===== config.mk =====
export PLATFORM = sky130hd
export DESIGN_NAME = noc_input_port
export DESIGN_NICKNAME = d
export VERILOG_FILES = /design/src/rtl/noc_pkg.sv /design/src/rtl/noc_flit_fifo.sv /design/src/rtl/noc_input_port.sv
export SDC_FILE = /design/constraint.sdc
export NUM_CORES = 1
export LEC_CHECK = 0
export CAP_MARGIN = 30
export CORE_AREA = 8 8 118 120
export DETAILED_ROUTE_END_ITERATION = 8
export DIE_AREA = 0 0 126 128
export PLACE_DENSITY = 0.74
export SLEW_MARGIN = 10
export SYNTH_ARGS = -nofsm -noshare
export SYNTH_HDL_FRONTEND = slang
export SYNTH_SLANG_ARGS = --single-unit

===== constraint.sdc =====
create_clock -name clk -period 3 [get_ports clk]
set_input_delay 0.6 -clock clk [delete_from_list [all_inputs] [get_ports clk]]
set_output_delay 0.6 -clock clk [all_outputs]
set_load 0.05 [all_outputs]

===== src/rtl/noc_pkg.sv =====
// Shared NoC router definitions: flit type encoding, port indices and XY route function.
package noc_pkg;

  localparam int unsigned NUM_PORTS = 5;

  localparam int unsigned P_LOCAL = 0;
  localparam int unsigned P_N     = 1;
  localparam int unsigned P_E     = 2;
  localparam int unsigned P_S     = 3;
  localparam int unsigned P_W     = 4;

  // Flit type occupies the TYPE_W most-significant bits of every flit.
  localparam int unsigned TYPE_W = 2;

  typedef enum logic [TYPE_W-1:0] {
    FlitHead     = 2'b00,
    FlitBody     = 2'b01,
    FlitTail     = 2'b10,
    FlitHeadTail = 2'b11
  } flit_type_e;

  // Dimension-ordered routing: resolve X first, then Y, else deliver locally.
  function automatic logic [NUM_PORTS-1:0] xy_route(input int unsigned dest_x,
                                                    input int unsigned dest_y,
                                                    input int unsigned my_x,
                                                    input int unsigned my_y);
    logic [NUM_PORTS-1:0] route;
    route = '0;
    if (dest_x > my_x) begin
      route[P_E] = 1'b1;
    end else if (dest_x < my_x) begin
      route[P_W] = 1'b1;
    end else if (dest_y > my_y) begin
      route[P_N] = 1'b1;
    end else if (dest_y < my_y) begin
      route[P_S] = 1'b1;
    end else begin
      route[P_LOCAL] = 1'b1;
    end
    return route;
  endfunction

endpackage


===== src/rtl/noc_flit_fifo.sv =====
// Synchronous flit FIFO; a push into a full FIFO is refused even when a pop happens alongside.
module noc_flit_fifo #(
  parameter int unsigned FLIT_W = 34,
  parameter int unsigned DEPTH  = 4,
  localparam int unsigned PtrW  = $clog2(DEPTH),
  localparam int unsigned CntW  = PtrW + 1
) (
  input  logic              clk,
  input  logic              rst_n,
  input  logic              push_i,
  input  logic [FLIT_W-1:0] wdata_i,
  input  logic              pop_i,
  output logic [FLIT_W-1:0] rdata_o,
  output logic              empty_o,
  output logic [CntW-1:0]   count_o
);

  logic [FLIT_W-1:0] mem_q [DEPTH];
  logic [PtrW-1:0]   wr_ptr_q, wr_ptr_d, rd_ptr_q, rd_ptr_d;
  logic [CntW-1:0]   count_q, count_d;
  logic              full, do_push, do_pop;

  assign full    = (count_q == CntW'(DEPTH));
  assign empty_o = (count_q == '0);
  assign do_push = push_i & ~full;
  assign do_pop  = pop_i & ~empty_o;

  always_comb begin
    wr_ptr_d = do_push ? wr_ptr_q + PtrW'(1) : wr_ptr_q;
    rd_ptr_d = do_pop ? rd_ptr_q + PtrW'(1) : rd_ptr_q;
    count_d  = count_q;
    if (do_push && !do_pop) begin
      count_d = count_q + CntW'(1);
    end else if (!do_push && do_pop) begin
      count_d = count_q - CntW'(1);
    end
  end

  always_ff @(posedge clk) begin
    if (!rst_n) begin
      wr_ptr_q <= '0;
      rd_ptr_q <= '0;
      count_q  <= '0;
    end else begin
      wr_ptr_q <= wr_ptr_d;
      rd_ptr_q <= rd_ptr_d;
      count_q  <= count_d;
    end
  end

  always_ff @(posedge clk) begin
    if (do_push) begin
      mem_q[wr_ptr_q] <= wdata_i;
    end
  end

  assign rdata_o = mem_q[rd_ptr_q];
  assign count_o = count_q;

endmodule


===== src/rtl/noc_input_port.sv =====
// Router input port: buffers flits, XY-routes head flits and requests/forwards under wormhole lock.
// Define NOC_STALL_CNT_EN to add the saturating stall_cnt_o counter.
module noc_input_port
  import noc_pkg::*;
#(
  parameter int unsigned FLIT_W = 34,
  parameter int unsigned DEPTH  = 4,
  parameter int unsigned X_W    = 2,
  parameter int unsigned Y_W    = 2,
  parameter int unsigned MY_X   = 0,
  parameter int unsigned MY_Y   = 0
) (
  input  logic                 clk,
  input  logic                 rst_n,
  input  logic [FLIT_W-1:0]    in_flit_i,
  input  logic                 in_valid_i,
  output logic                 in_ready_o,
  output logic [NUM_PORTS-1:0] req_o,
  input  logic [NUM_PORTS-1:0] grant_i,
  input  logic                 out_ready_i,
  output logic [FLIT_W-1:0]    out_flit_o,
  output logic                 out_valid_o,
  output logic                 pkt_active_o,
  output logic                 err_drop_o
`ifdef NOC_STALL_CNT_EN
  ,
  output logic [15:0]          stall_cnt_o
`endif
);

  localparam int unsigned CntW = $clog2(DEPTH) + 1;

  typedef enum logic [0:0] {StIdle, StActive} state_e;

  state_e               state_q, state_d;
  logic [NUM_PORTS-1:0] route_q, route_d;
  logic [FLIT_W-1:0]    front_flit;
  logic                 fifo_empty, fifo_pop;
  logic [CntW-1:0]      fifo_count;
  flit_type_e           front_type;
  logic                 front_is_head, front_is_tail;
  logic [X_W-1:0]       dest_x;
  logic [Y_W-1:0]       dest_y;
  logic                 fwd, drop;

  noc_flit_fifo #(
    .FLIT_W(FLIT_W),
    .DEPTH (DEPTH)
  ) u_fifo (
    .clk    (clk),
    .rst_n  (rst_n),
    .push_i (in_valid_i),
    .wdata_i(in_flit_i),
    .pop_i  (fifo_pop),
    .rdata_o(front_flit),
    .empty_o(fifo_empty),
    .count_o(fifo_count)
  );

  assign in_ready_o    = (fifo_count != CntW'(DEPTH));
  assign front_type    = flit_type_e'(front_flit[FLIT_W-1 -: TYPE_W]);
  assign front_is_head = (front_type == FlitHead) || (front_type == FlitHeadTail);
  assign front_is_tail = (front_type == FlitTail) || (front_type == FlitHeadTail);
  assign dest_x        = front_flit[X_W-1:0];
  assign dest_y        = front_flit[X_W+Y_W-1:X_W];

  // Only an exact one-hot grant on our route counts; stray or multi-hot grants are ignored.
  assign fwd      = (state_q == StActive) && !fifo_empty && (grant_i == route_q) && out_ready_i;
  assign drop     = (state_q == StIdle) && !fifo_empty && !front_is_head;
  assign fifo_pop = fwd | drop;

  always_ff @(posedge clk) begin
    if (!rst_n) begin
      state_q <= StIdle;
      route_q <= '0;
    end else begin
      state_q <= state_d;
      route_q <= route_d;
    end
  end

  always_comb begin
    state_d = state_q;
    route_d = route_q;
    unique case (state_q)
      StIdle: begin
        if (!fifo_empty && front_is_head) begin
          route_d = xy_route(32'(dest_x), 32'(dest_y), MY_X, MY_Y);
          state_d = StActive;
        end
      end
      StActive: begin
        if (fwd && front_is_tail) begin
          state_d = StIdle;
        end
      end
      default: state_d = StIdle;
    endcase
  end

  always_comb begin
    req_o        = '0;
    pkt_active_o = 1'b0;
    if (state_q == StActive) begin
      pkt_active_o = 1'b1;
      if (!fifo_empty) begin
        req_o = route_q;
      end
    end
    out_valid_o = fwd;
    out_flit_o  = front_flit;
    err_drop_o  = drop;
  end

`ifdef NOC_STALL_CNT_EN
  logic [15:0] stall_cnt_q, stall_cnt_d;

  always_comb begin
    stall_cnt_d = stall_cnt_q;
    if ((req_o != '0) && !fwd && (stall_cnt_q != 16'hFFFF)) begin
      stall_cnt_d = stall_cnt_q + 16'd1;
    end
  end

  always_ff @(posedge clk) begin
    if (!rst_n) begin
      stall_cnt_q <= '0;
    end else begin
      stall_cnt_q <= stall_cnt_d;
    end
  end

  assign stall_cnt_o = stall_cnt_q;
`endif

endmodule


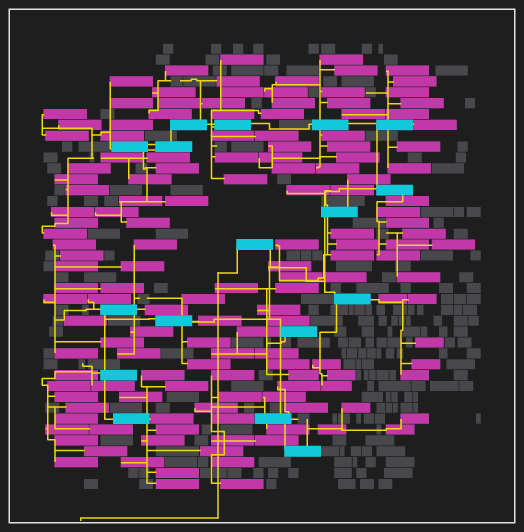
run_1/clock_wires.png
Drawn at 4 px/um.
legend:
  flip-flops:
    color: magenta
    count: 149
  clock wires:
    color: yellow
    length: 1530 um
  clock-net drivers:
    color: cyan
    count: 17
routed clock nets: 18

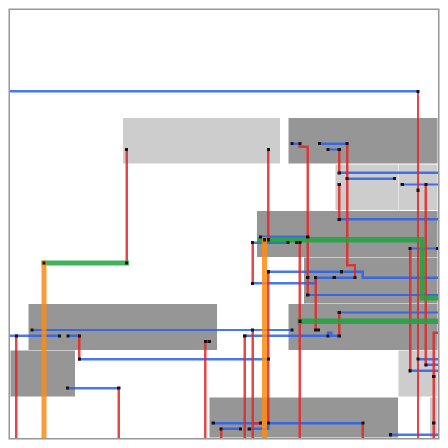
run_1/closeup.png
Window x 50 to 75, y 52 to 77 um. Cells in gray, sequential cells in the stronger gray; small squares are vias.
legend:
  M4:
    color: orange
  M2:
    color: red
  M1:
    color: blue
  M3:
    color: green
netlist names of flops here include: u_fifo.mem_q (6)
cells with their middle in the window: 9
most frequent: edfxtp_1 (6)
sequential cells in the window: 6

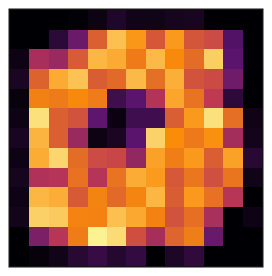
run_1/util_map.png
Drawn at 2 px/um. 13 x 13 tiles, from black (low) to pale yellow (high), 0 to 100% covered.
mean over tiles: 44%
fullest tile: 97%
nearly empty tiles: 14%

[run 1: cell type report]
class / instances / area [um^2] / area share
clock inverter: 14 / 154 / 0.0210
multi-input combinational: 105 / 1300 / 0.178
inverter: 7 / 26.3 / 0.00358
clock buffer: 18 / 429 / 0.0586
tap: 150 / 188 / 0.0256
timing repair buffer: 92 / 883 / 0.121
sequential: 149 / 4350 / 0.593
[run 1: metal layers]
layer  vias up  share of wire
met5         -              0
met2        95           0.49
met4         0          0.018
li1       1316              -
met3        15          0.061
met1      1445           0.43
[run 1: cell families (layout without fill, tap and decap cells)]
| logic type | count (synthesis) | after routing | synth area share |
|---|---|---|---|
| compound gates | 16 | 16 | 0.0200 |
| xor+xnor | 6 | 6 | 0.00922 |
| fa+ha+maj | 8 | 8 | 0.0189 |
| buf+inv | 19 | 131 | 0.0158 |
| flops | 149 | 149 | 0.762 |
| mux | 36 | 36 | 0.138 |
| other cells | 1 | 2 | 0.000658 |
| simple gates | 37 | 37 | 0.0351 |
[run 1: power by group]
part | total, mW | switching [mW] | internal (mW)
sequential | 2.63 | 0.107 | 2.52
combinational | 2.71 | 1.72 | 0.986
clock | 2.03 | 0.800 | 1.23
total | 7.36 | 2.63 | 4.74
[run 1: final timing paths]
| kind | endpoint | slack (ns) | cells past startpoint |
|---|---|---|---|
| hold / removal | route_q[0] | 0.50 | 2 |
| setup / recovery | req_o[0] | 0.16 | 3 |
| hold reg to reg | route_q[0] | 0.50 | 2 |
| setup reg to reg | u_fifo.count_o[2] | 0.28 | 10 |
[run 1: critical path: cells and delay by family (launching register included)]
| family | cells | cell delay, ns |
|---|---|---|
| and+or+nand+nor | 2 | 0.78 |
| DFF | 1 | 0.35 |
| buffers and inverters | 1 | 0.70 |
==> impl_metrics.yaml, run 1 <==
# synthesis and place-and-route metrics
outcome:
  run_status: "finished clean"
detailed_routing:
  drt_first_pass_iters: 4
  drt-initial-drc-count: 192
  totalWireLength_mm: 10.4
  post_detailed_route_count_of_antenna_violating_nets: 0
  vias: 2871
  drt-wirelength-per-cell_um: 19.5
  route.detailed.vias_per_inst: 5.37
  remaining_drc_errors: 0
setup_path:
  worst-endpoint-required_ns: 2.40
  critical_path.endpoint_type: "output pin"
  setup.worst_path.class: "flop to output pin"
  critical_path.max_stage_delay_ns: 0.70
  timing.critical_path.fanout_max: 10
  crit_path_cell_trace: "or3_1, and3_1, clkdlybuf4s50_1"
  startpoint: "u_fifo.count_o[2]"
  critical_path.startpoint_type: "flop"
  crit_arrival_ns: 2.24
  critPathSlowestCell: "sky130_fd_sc_hd__clkdlybuf4s50_1"
floorplanning:
  chipWidth_um: 126
  core.rowCount: 41
  ioPinCount: 86
  fp_util: 0.467
  die_area_um2: 16100
  core_area_um2: 12200
  die_height_um: 128
grt:
  grt_max_degree: 35
  antenna_found_initial: 0
  first_global_vias: 3046
  gr-usage-met3: 0.0470
  first_pass_grt_wire_length_mm: 16.4
  combined_global_route_utilization_of_all_metal_layers: 0.137
  met1_resource_use_gr: 0.162
  grt_overflow: 0
  met2_usage: 0.220
  globalRoute.busiestLayer: "met2"
layout:
  nNetsFinal: 423
  final_standard_cell_utilization_of_the_core: 0.600
  n_antenna_cell: 0
  largest_register: "u_fifo.mem_q"
  final_cell_area_um2: 7330
  n_fill_cell: 892
  drive_above_1_share: 0.322
  flip_flop_count_of_the_largest_register_after_layout: 136
  layout-area-overhead-vs-synth_pct: 28.6
  final_cells: 535
  lay_top_count: "sky130_fd_sc_hd__edfxtp_1"
  final_cell_mix: "sky130_fd_sc_hd__edfxtp_1, sky130_fd_sc_hd__clkdlybuf4s50_1, sky130_fd_sc_hd__buf_4"
yosys:
  post-synth-top-area-fraction: 0.717
  ys_cells: 272
  asyncSetResetFlopFracSynth: 0
  yosysUniqueCellTypes: 38
  post-synth-top-count-cell: "sky130_fd_sc_hd__edfxtp_1"
  synth.cells.most_frequent: "sky130_fd_sc_hd__edfxtp_1, sky130_fd_sc_hd__mux4_2, sky130_fd_sc_hd__dfxtp_1, sky130_fd_sc_hd__nor2_1"
  topCellsByArea: "sky130_fd_sc_hd__edfxtp_1, sky130_fd_sc_hd__mux4_2, sky130_fd_sc_hd__dfxtp_1"
  yosys.stat.chipArea_um2: 5700
  yosys_warnings: 0
  yosys.stat.seqShare: 0.762
  ys_seq_elements: 149
  syn_area_per_cell_um2: 20.9
  netlist_area_pre_place_um2: 5700
  syn_inst: 272
  edf_count: 136
  post-synth-top-area-cell: "sky130_fd_sc_hd__edfxtp_1"
  dominantRegCellSynth: "sky130_fd_sc_hd__edfxtp_1"
final_timing:
  hold_ws_ns: 0.499
  finalClockSkew_ns: 0.00882
  achievable-frequency_mhz: 353
  grt_setup_unrepaired: "no"
  setup_viol: 0
  timing.final.crit_share: 0.945
  min_period_ns: 2.84
  worst-slew-pin-transition_ns: 0.585
  hold_violations: 0
  layout_setup_ws_ns: 0.164
  finalSetupTns_ns: 0
  timing_max_transition_violations_final: 0
  worst_slew_margin_rel: 0.607
hold_path:
  worst_min_path_start: "route_q[0]"
  worstHoldPathType: "flop to flop"
power_and_ir_drop:
  post-layout-total-power_mw: 7.36
  pwrdens_nw_per_um2: 1000
  vdd_drop_max_mv: 0.491
  cellLeakagePower_nw: 2.47
clocking:
  tritoncts.num_buffers: 17
  clk_pin_slew_ns: 0.06
  cts.htree.levels: 4
  clock_tree.root_cell: "sky130_fd_sc_hd__clkbuf_16"
  cts_resized: 0
  cts_tree: "built"
  cts_hold_repair.buffers: 0
  clk_latency_ns: 0.41
  max-clock-path-buffers: 2
  tritoncts_num_sinks: 149
  post_cts.repair.setup_buffers: 0
place:
  dp_hpwl_mm: 6.45
  placed_area_um2: 6750
  dp.cells: 503
  place.gp.congestion: 0.794
  place_ws_ns: 0.158
  portBuffers: 83
job:
  tool_warnings: 31
  timing.max_cap.violations: 0
run_1/clock_nets.png
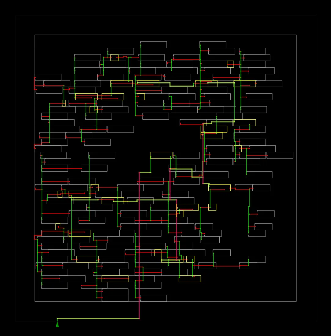

==> inputs of run 2 (changes only) <==
--- a/config.mk
+++ b/config.mk
@@ -6,10 +6,10 @@
 export NUM_CORES = 1
 export LEC_CHECK = 0
 export CAP_MARGIN = 30
-export CORE_AREA = 8 8 118 120
+export CORE_AREA = 8 8 109 111
 export DETAILED_ROUTE_END_ITERATION = 8
-export DIE_AREA = 0 0 126 128
-export PLACE_DENSITY = 0.74
+export DIE_AREA = 0 0 117 119
+export PLACE_DENSITY = 0.83
 export SLEW_MARGIN = 10
 export SYNTH_ARGS = -nofsm -noshare
 export SYNTH_HDL_FRONTEND = slang
==> constraint.sdc (replaced) <==
create_clock -name clk -period 3.3 [get_ports clk]
set_input_delay 0.66 -clock clk [delete_from_list [all_inputs] [get_ports clk]]
set_output_delay 0.66 -clock clk [all_outputs]
set_load 0.05 [all_outputs]
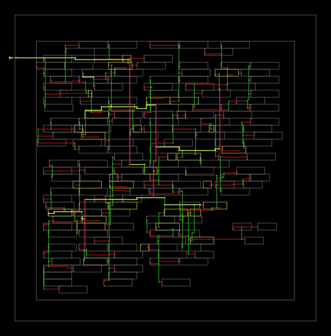
run_2/clock_nets.png
CTS Sinks: 149
Late-Pin Clk Latency: 0.52 ns
sequential cell count: 149
Final Skew: 0.00660 ns

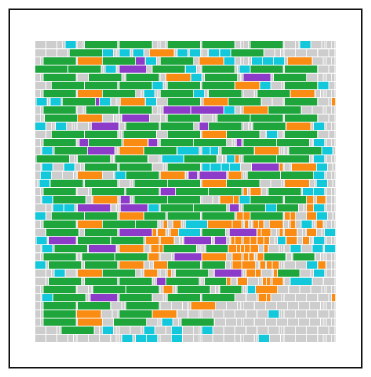
run_2/class_map.png
Drawn at 3 px/um. Fill, decap, tap and diode cells in gray.
legend:
  registers:
    color: green
    cells: 149
    share_of_their_area: 60%
  remaining buffers and delay cells:
    color: cyan
    cells: 93
    share_of_their_area: 13%
  remaining logic cells:
    color: orange
    cells: 112
    share_of_their_area: 18%
  clock drivers and dummy loads:
    color: purple
    cells: 31
    share_of_their_area: 8.2%

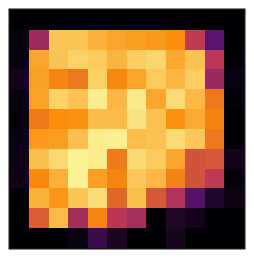
run_2/util_map.png
Drawn at 2 px/um. 12 x 12 tiles, from black (low) to pale yellow (high), 0 to 100% covered.
mean over tiles: 52%
emptiest ninth of the die: south-east
densest ninth of the die: center
fullest tile: 97%
nearly empty tiles: 22%
tiles over 75% full: 46%

==> run 2 against run 1 <==
First-iteration DRC count decreased by 28%. Global-route usage increased by 3.4 points. Count of clock-buffer cells in the layout unchanged. Hold slack improved by 0.0063 ns. Sequential share of layout area decreased by 0.39 points. Critical path depth unchanged. Worst setup slack got worse by 0.064 ns. Register-to-register slack about the same. Critical endpoint is now out_flit_o[1]. Largest cell class unchanged.
==> impl_metrics.yaml, run 2 <==
# synthesis and place-and-route metrics
grt:
  grt_max_degree: 26
  first_global_vias: 3259
  first_pass_grt_wire_length_mm: 17.3
  grt_overflow: 0
  gr-usage-met3: 0.0566
  globalRoute.busiestLayer: "met2"
  combined_global_route_utilization_of_all_metal_layers: 0.170
  met2_usage: 0.287
  met1_resource_use_gr: 0.191
  antenna_found_initial: 0
layout:
  final_standard_cell_utilization_of_the_core: 0.731
  final_cell_area_um2: 7380
  final_cell_mix: "sky130_fd_sc_hd__edfxtp_1, sky130_fd_sc_hd__clkdlybuf4s50_1, sky130_fd_sc_hd__mux4_2"
  nNetsFinal: 424
  layout-area-overhead-vs-synth_pct: 29.5
  drive_above_1_share: 0.221
  final_cells: 521
  n_antenna_cell: 0
  flip_flop_count_of_the_largest_register_after_layout: 136
  largest_register: "u_fifo.mem_q"
  lay_top_count: "sky130_fd_sc_hd__edfxtp_1"
yosys:
  synth.cells.most_frequent: "sky130_fd_sc_hd__edfxtp_1, sky130_fd_sc_hd__mux4_2, sky130_fd_sc_hd__dfxtp_1, sky130_fd_sc_hd__nor2_1"
  ys_seq_elements: 149
  ys_cells: 272
  post-synth-top-count-cell: "sky130_fd_sc_hd__edfxtp_1"
  topCellsByArea: "sky130_fd_sc_hd__edfxtp_1, sky130_fd_sc_hd__mux4_2, sky130_fd_sc_hd__dfxtp_1"
  asyncSetResetFlopFracSynth: 0
  edf_count: 136
  post-synth-top-area-fraction: 0.717
  dominantRegCellSynth: "sky130_fd_sc_hd__edfxtp_1"
  syn_inst: 272
  netlist_area_pre_place_um2: 5700
  yosys_warnings: 0
  post-synth-top-area-cell: "sky130_fd_sc_hd__edfxtp_1"
  yosys.stat.chipArea_um2: 5700
  yosysUniqueCellTypes: 38
  yosys.stat.seqShare: 0.762
  syn_area_per_cell_um2: 20.9
detailed_routing:
  drt-initial-drc-count: 139
  totalWireLength_mm: 11.2
  vias: 2903
  drt_first_pass_iters: 4
  drt-wirelength-per-cell_um: 21.4
  route.detailed.vias_per_inst: 5.57
  remaining_drc_errors: 0
  post_detailed_route_count_of_antenna_violating_nets: 0
place:
  placed_area_um2: 6780
  dp.cells: 490
  place.gp.congestion: 0.783
  place_ws_ns: 0.267
  dp_hpwl_mm: 7.09
  portBuffers: 83
clocking:
  cts_tree: "built"
  max-clock-path-buffers: 2
  cts.htree.levels: 4
  clock_tree.root_cell: "sky130_fd_sc_hd__clkbuf_8"
  cts_hold_repair.buffers: 0
  clk_pin_slew_ns: 0.06
  post_cts.repair.setup_buffers: 0
  cts_resized: 0
  tritoncts.num_buffers: 17
floorplanning:
  die_area_um2: 13900
  ioPinCount: 86
  chipWidth_um: 117
  core_area_um2: 10100
  fp_util: 0.565
  core.rowCount: 37
  die_height_um: 119
setup_path:
  critPathSlowestCell: "sky130_fd_sc_hd__clkdlybuf4s50_1"
  critical_path.startpoint_type: "flop"
  cp_num_buf_inv: 2
  timing.critical_path.fanout_max: 13
  critical_path.endpoint_type: "output pin"
  setup.worst_path.class: "flop to output pin"
  worst-endpoint-required_ns: 2.64
  reg2reg_setup_slack_ns: 0.28
  critical_path.max_stage_delay_ns: 0.73
  crit_arrival_ns: 2.54
  crit-reg2reg-capture: "u_fifo.count_o[2]"
  reg2regPathDepth: 10
  critical_path.top_delay_family: "buffers and inverters"
  crit_path_cell_trace: "buf_4, mux4_2, clkdlybuf4s50_1"
hold_path:
  whs_path_depth: 2
  worst_min_path_start: "route_q[0]"
  worstHoldPathType: "flop to flop"
  endpoint_worst_hold: "route_q[0]"
final_timing:
  timing.final.crit_share: 0.970
  worst-slew-pin-transition_ns: 0.620
  layout_setup_ws_ns: 0.0997
  worst_slew_margin_rel: 0.584
  timing_max_transition_violations_final: 0
  hold_violations: 0
  achievable-frequency_mhz: 312
  min_period_ns: 3.20
  setup_viol: 0
  finalSetupTns_ns: 0
  grt_setup_unrepaired: "no"
power_and_ir_drop:
  pwrdens_nw_per_um2: 923
  vdd_drop_max_mv: 0.736
  cellLeakagePower_nw: 2.45
outcome:
  run_status: "finished clean"
job:
  timing.max_cap.violations: 0
  tool_warnings: 30
## run 2: logic make-up (layout without fill, tap and decap cells)
kind of cell	after synthesis	count (layout)	synth area share
AOI/OAI and AO/OA	16	16	0.0200
and+or+nand+nor	37	37	0.0351
other	1	2	0.000658
xor gates and xnor gates	6	6	0.00922
adders and majority gates	8	8	0.0189
muxes	36	36	0.138
buffers and inverters	19	131	0.0158
DFF	149	149	0.762
## run 2: cell type report
type / count / area (um^2)
clock buffers: 18 / 418
clock inverters: 13 / 176
fillers: 618 / 2710
inverters: 7 / 26.3
multi-input cells: 105 / 1280
flip-flops and latches: 149 / 4350
well taps: 136 / 170
repair buffers: 93 / 963
## run 2: worst max path at each step
| stage | startpoint | end | cells past startpoint |
|---|---|---|---|
| global placement | grant_i[1] | u_fifo.count_o[2] | 11 |
| global route | flop | out_flit_o[1] | 3 |
| floorplan | flop | u_fifo.count_o[2] | 13 |
| finish | flop | out_flit_o[1] | 3 |
| detailed placement | out_ready_i | u_fifo.count_o[2] | 11 |
| CTS | flop | out_flit_o[1] | 3 |
## run 2: tightest hold or removal path, delay by kind of cell, from the launching register on
kind	cells	cell delay [ns]
compound gates	1	0.07
flops	1	0.33
simple gates	1	0.06
## run 2: power breakdown
part | internal (mW) | switching [mW] | total [mW]
logic | 0.949 | 1.57 | 2.52
registers | 2.29 | 0.104 | 2.40
clock network | 1.16 | 0.741 | 1.90
## run 2: per-layer routing
layer / part of all wire / wire [um]
met1: 0.39 / 4340
met2: 0.53 / 5900
met3: 0.065 / 729
met4: 0.017 / 188
met5: 0 / 0
## run 2: per-stage QoR
step	hold WS, ns	power [mW]
final	0.506	6.81
after floorplan	0.471	4.13
after global placement	0.491	4.91
after detailed placement	0.500	4.95
after global routing	0.541	7.07
after CTS	0.509	6.87
run_2/clock_wires.png
Drawn at 4 px/um.
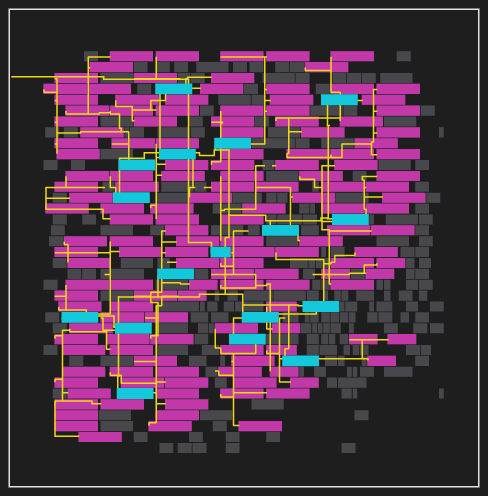

==> inputs of run 3 (changes only) <==
--- a/config.mk
+++ b/config.mk
@@ -5,12 +5,14 @@
 export SDC_FILE = /design/constraint.sdc
 export NUM_CORES = 1
 export LEC_CHECK = 0
+export ABC_AREA = 1
 export CAP_MARGIN = 30
-export CORE_AREA = 8 8 109 111
+export CORE_AREA = 8 8 112 114
 export DETAILED_ROUTE_END_ITERATION = 8
-export DIE_AREA = 0 0 117 119
+export DIE_AREA = 0 0 120 122
 export PLACE_DENSITY = 0.83
 export SLEW_MARGIN = 10
 export SYNTH_ARGS = -nofsm -noshare
 export SYNTH_HDL_FRONTEND = slang
+export SYNTH_HIERARCHICAL = 1
 export SYNTH_SLANG_ARGS = --single-unit
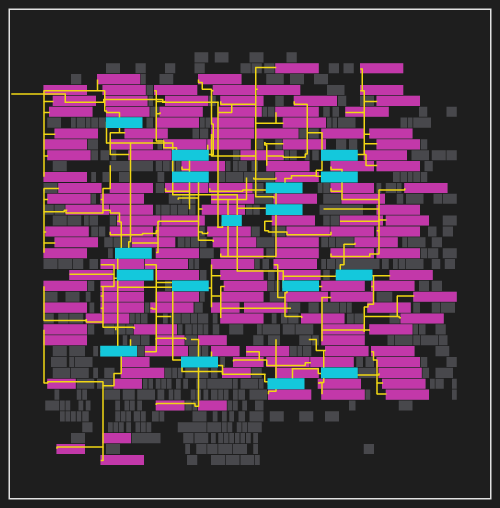
run_3/clock_wires.png
Drawn at 4 px/um.
legend:
  clock wires:
    color: yellow
    length: 1530 um
  flip-flops:
    color: magenta
    count: 149
  clock-net drivers:
    color: cyan
    count: 17
routed clock nets: 18

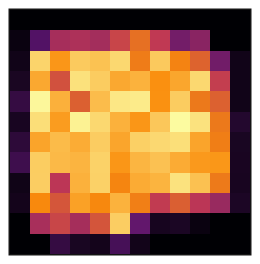
run_3/util_map.png
Drawn at 2 px/um. 12 x 12 tiles, from black (low) to pale yellow (high), 0 to 100% covered.
fullest tile: 99%
tiles over 75% full: 41%
nearly empty tiles: 17%
mean over tiles: 50%

==> run 3 against run 2 <==
Register-to-register slack better by 0.19 ns. Worst setup slack better by 0.13 ns. Combinational power up 14%. Clock skew rose by 0.0045 ns. Critical path depth rose by 2. Largest cell class unchanged. Highest routed layer unchanged.
==> impl_metrics.yaml, run 3 <==
# synthesis and place-and-route metrics
layout:
  final_cell_mix: "sky130_fd_sc_hd__edfxtp_1, sky130_fd_sc_hd__nor2_1, sky130_fd_sc_hd__o21ai_0"
  drive_above_1_share: 0.241
  nNetsFinal: 598
  n_antenna_cell: 0
  final_cell_area_um2: 7550
  largest_register: "u_fifo/mem_q"
  layout-area-overhead-vs-synth_pct: 24.2
final_timing:
  setup_viol: 0
  timing_max_transition_violations_final: 0
  timing.final.crit_share: 0.932
  worst-slew-pin-transition_ns: 0.513
  hold_violations: 0
  finalClockSkew_ns: 0.0111
  layout_setup_ws_ns: 0.225
floorplanning:
  ioPinCount: 86
  die_height_um: 122
  fp_util: 0.568
  core.rowCount: 38
  core_area_um2: 10700
  die_area_um2: 14600
  chipWidth_um: 120
setup_path:
  critical_path.endpoint_type: "output pin"
  crit_path_cell_trace: "inv_6, buf_6, o21ai_0, o22ai_1, buf_4"
  timing.critical_path.fanout_max: 54
  critical_path.startpoint_type: "flop"
  reg2regPathDepth: 11
  crit-reg2reg-capture: "u_fifo/count_o[1]"
  critPathSlowestCell: "sky130_fd_sc_hd__dfxtp_2"
  critical_path.top_delay_family: "buffers and inverters"
  crit_arrival_ns: 2.41
  critical_path.max_stage_delay_ns: 0.44
clocking:
  cts.htree.levels: 4
  tritoncts_num_sinks: 149
  clk_latency_ns: 0.51
  clk_pin_slew_ns: 0.06
  tritoncts.num_buffers: 17
  cts_hold_repair.buffers: 0
  max-clock-path-buffers: 2
  clock_tree.root_cell: "sky130_fd_sc_hd__clkbuf_8"
  cts_tree: "built"
detailed_routing:
  drt-wirelength-per-cell_um: 18.0
  drt-initial-drc-count: 335
  drt_first_pass_iters: 4
  route.detailed.vias_per_inst: 5.40
  totalWireLength_mm: 12.6
  vias: 3782
power_and_ir_drop:
  pwrdens_nw_per_um2: 952
  cellLeakagePower_nw: 2.69
yosys:
  syn_area_per_cell_um2: 13.4
  synthXorXnorAreaFrac: 0.00144
  ys_cells: 455
  top_logic_kind: "AND-OR/OR-AND gates"
  post-synth-top-area-cell: "sky130_fd_sc_hd__edfxtp_1"
  synth.cells.most_frequent: "sky130_fd_sc_hd__edfxtp_1, sky130_fd_sc_hd__nor2_1, sky130_fd_sc_hd__o21ai_0, sky130_fd_sc_hd__nand2_1, sky130_fd_sc_hd__inv_1"
  and_or_nand_nor_cells_area_fraction: 0.0969
  ys_seq_elements: 149
  edf_count: 136
  topCellsByArea: "sky130_fd_sc_hd__edfxtp_1, sky130_fd_sc_hd__o21ai_0, sky130_fd_sc_hd__nor2_1"
  post-synth-top-count-cell: "sky130_fd_sc_hd__edfxtp_1"
  yosys.stat.seqShare: 0.714
  yosysUniqueCellTypes: 29
  dominantRegCellSynth: "sky130_fd_sc_hd__edfxtp_1"
  synth_adder_area_share: 0.0177
hold_path:
  endpoint_worst_hold: "route_q[1]"
  whs_path_depth: 2
  worstHoldPathType: "flop to flop"
outcome:
  run_status: "finished clean"
job:
  tool_warnings: 30
place:
  portBuffers: 83
  dp_hpwl_mm: 7.87
  placed_area_um2: 6960
  place.gp.congestion: 0.775
grt:
  antenna_found_initial: 0
  first_pass_grt_wire_length_mm: 19.9
  combined_global_route_utilization_of_all_metal_layers: 0.177
  first_global_vias: 4022
  grt_max_degree: 55
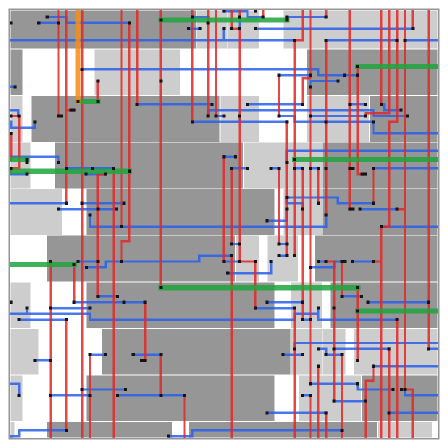
run_3/closeup.png
Window x 48 to 73, y 48 to 73 um. Cells in gray, sequential cells in the stronger gray; small squares are vias.
legend:
  M4:
    color: orange
  M1:
    color: blue
  M2:
    color: red
  M3:
    color: green
netlist names of flops here include: u_fifo/mem_q (13)
cells with their middle in the window: 33
sequential cells in the window: 13
most frequent: edfxtp_1 (13), o21ai_0 (7)

## run 3: where the power goes
part           internal, mW  switching, mW  total, mW  leakage [nW]
combinational         0.846           2.03       2.88          1.06
sequential             2.30          0.118       2.42          1.35
clock                  1.15          0.737       1.89         0.282
total                  4.30           2.89       7.19          2.69
## run 3: per-layer routing
| layer | vias up | track usage | share of wire |
|---|---|---|---|
| met5 | - | 0 | 0 |
| met3 | 7 | 0.0578 | 0.080 |
| met4 | 0 | 0.0593 | 0.0070 |
| li1 | 1818 | - | - |
| met1 | 1819 | 0.192 | 0.38 |
| met2 | 138 | 0.320 | 0.53 |
## run 3: what timing repair did
action,in CTS,in global routing
endpoints found under the setup margin,0,3
endpoints found under the hold margin,0,0
gates resized,0,1
## run 3: layout make-up
type | count | area, um^2
fill | 690 | 3140
inverter | 28 | 110
sequential | 149 | 4350
multi-input combinational | 256 | 1480
clock buffer | 17 | 414
clock inverter | 15 | 179
timing repair buffer | 95 | 847
tap | 140 | 175
## run 3: per-stage QoR
stage	utilization	instances	hold slack, ns	power (mW)
after detailed placement	0.650	668	0.475	5.34
final	0.706	700	0.493	7.19
after CTS	0.706	700	0.489	7.24
after global placement	0.650	668	0.467	5.27
after floorplan	-	456	0.458	4.58
after global routing	0.706	700	0.522	7.51
## run 3: how the worst max path moves through the flow
stage | depth (start not counted) | to | startpoint
after floorplan | 9 | err_drop_o | flop
after global placement | 13 | u_fifo/count_o[1] | grant_i[0]
after detailed placement | 13 | u_fifo/count_o[1] | grant_i[0]
after CTS | 5 | out_flit_o[0] | flop
after global routing | 5 | out_flit_o[0] | flop
final | 5 | out_flit_o[0] | flop
No activity file was given, so power comes from the tool's default toggle rates.
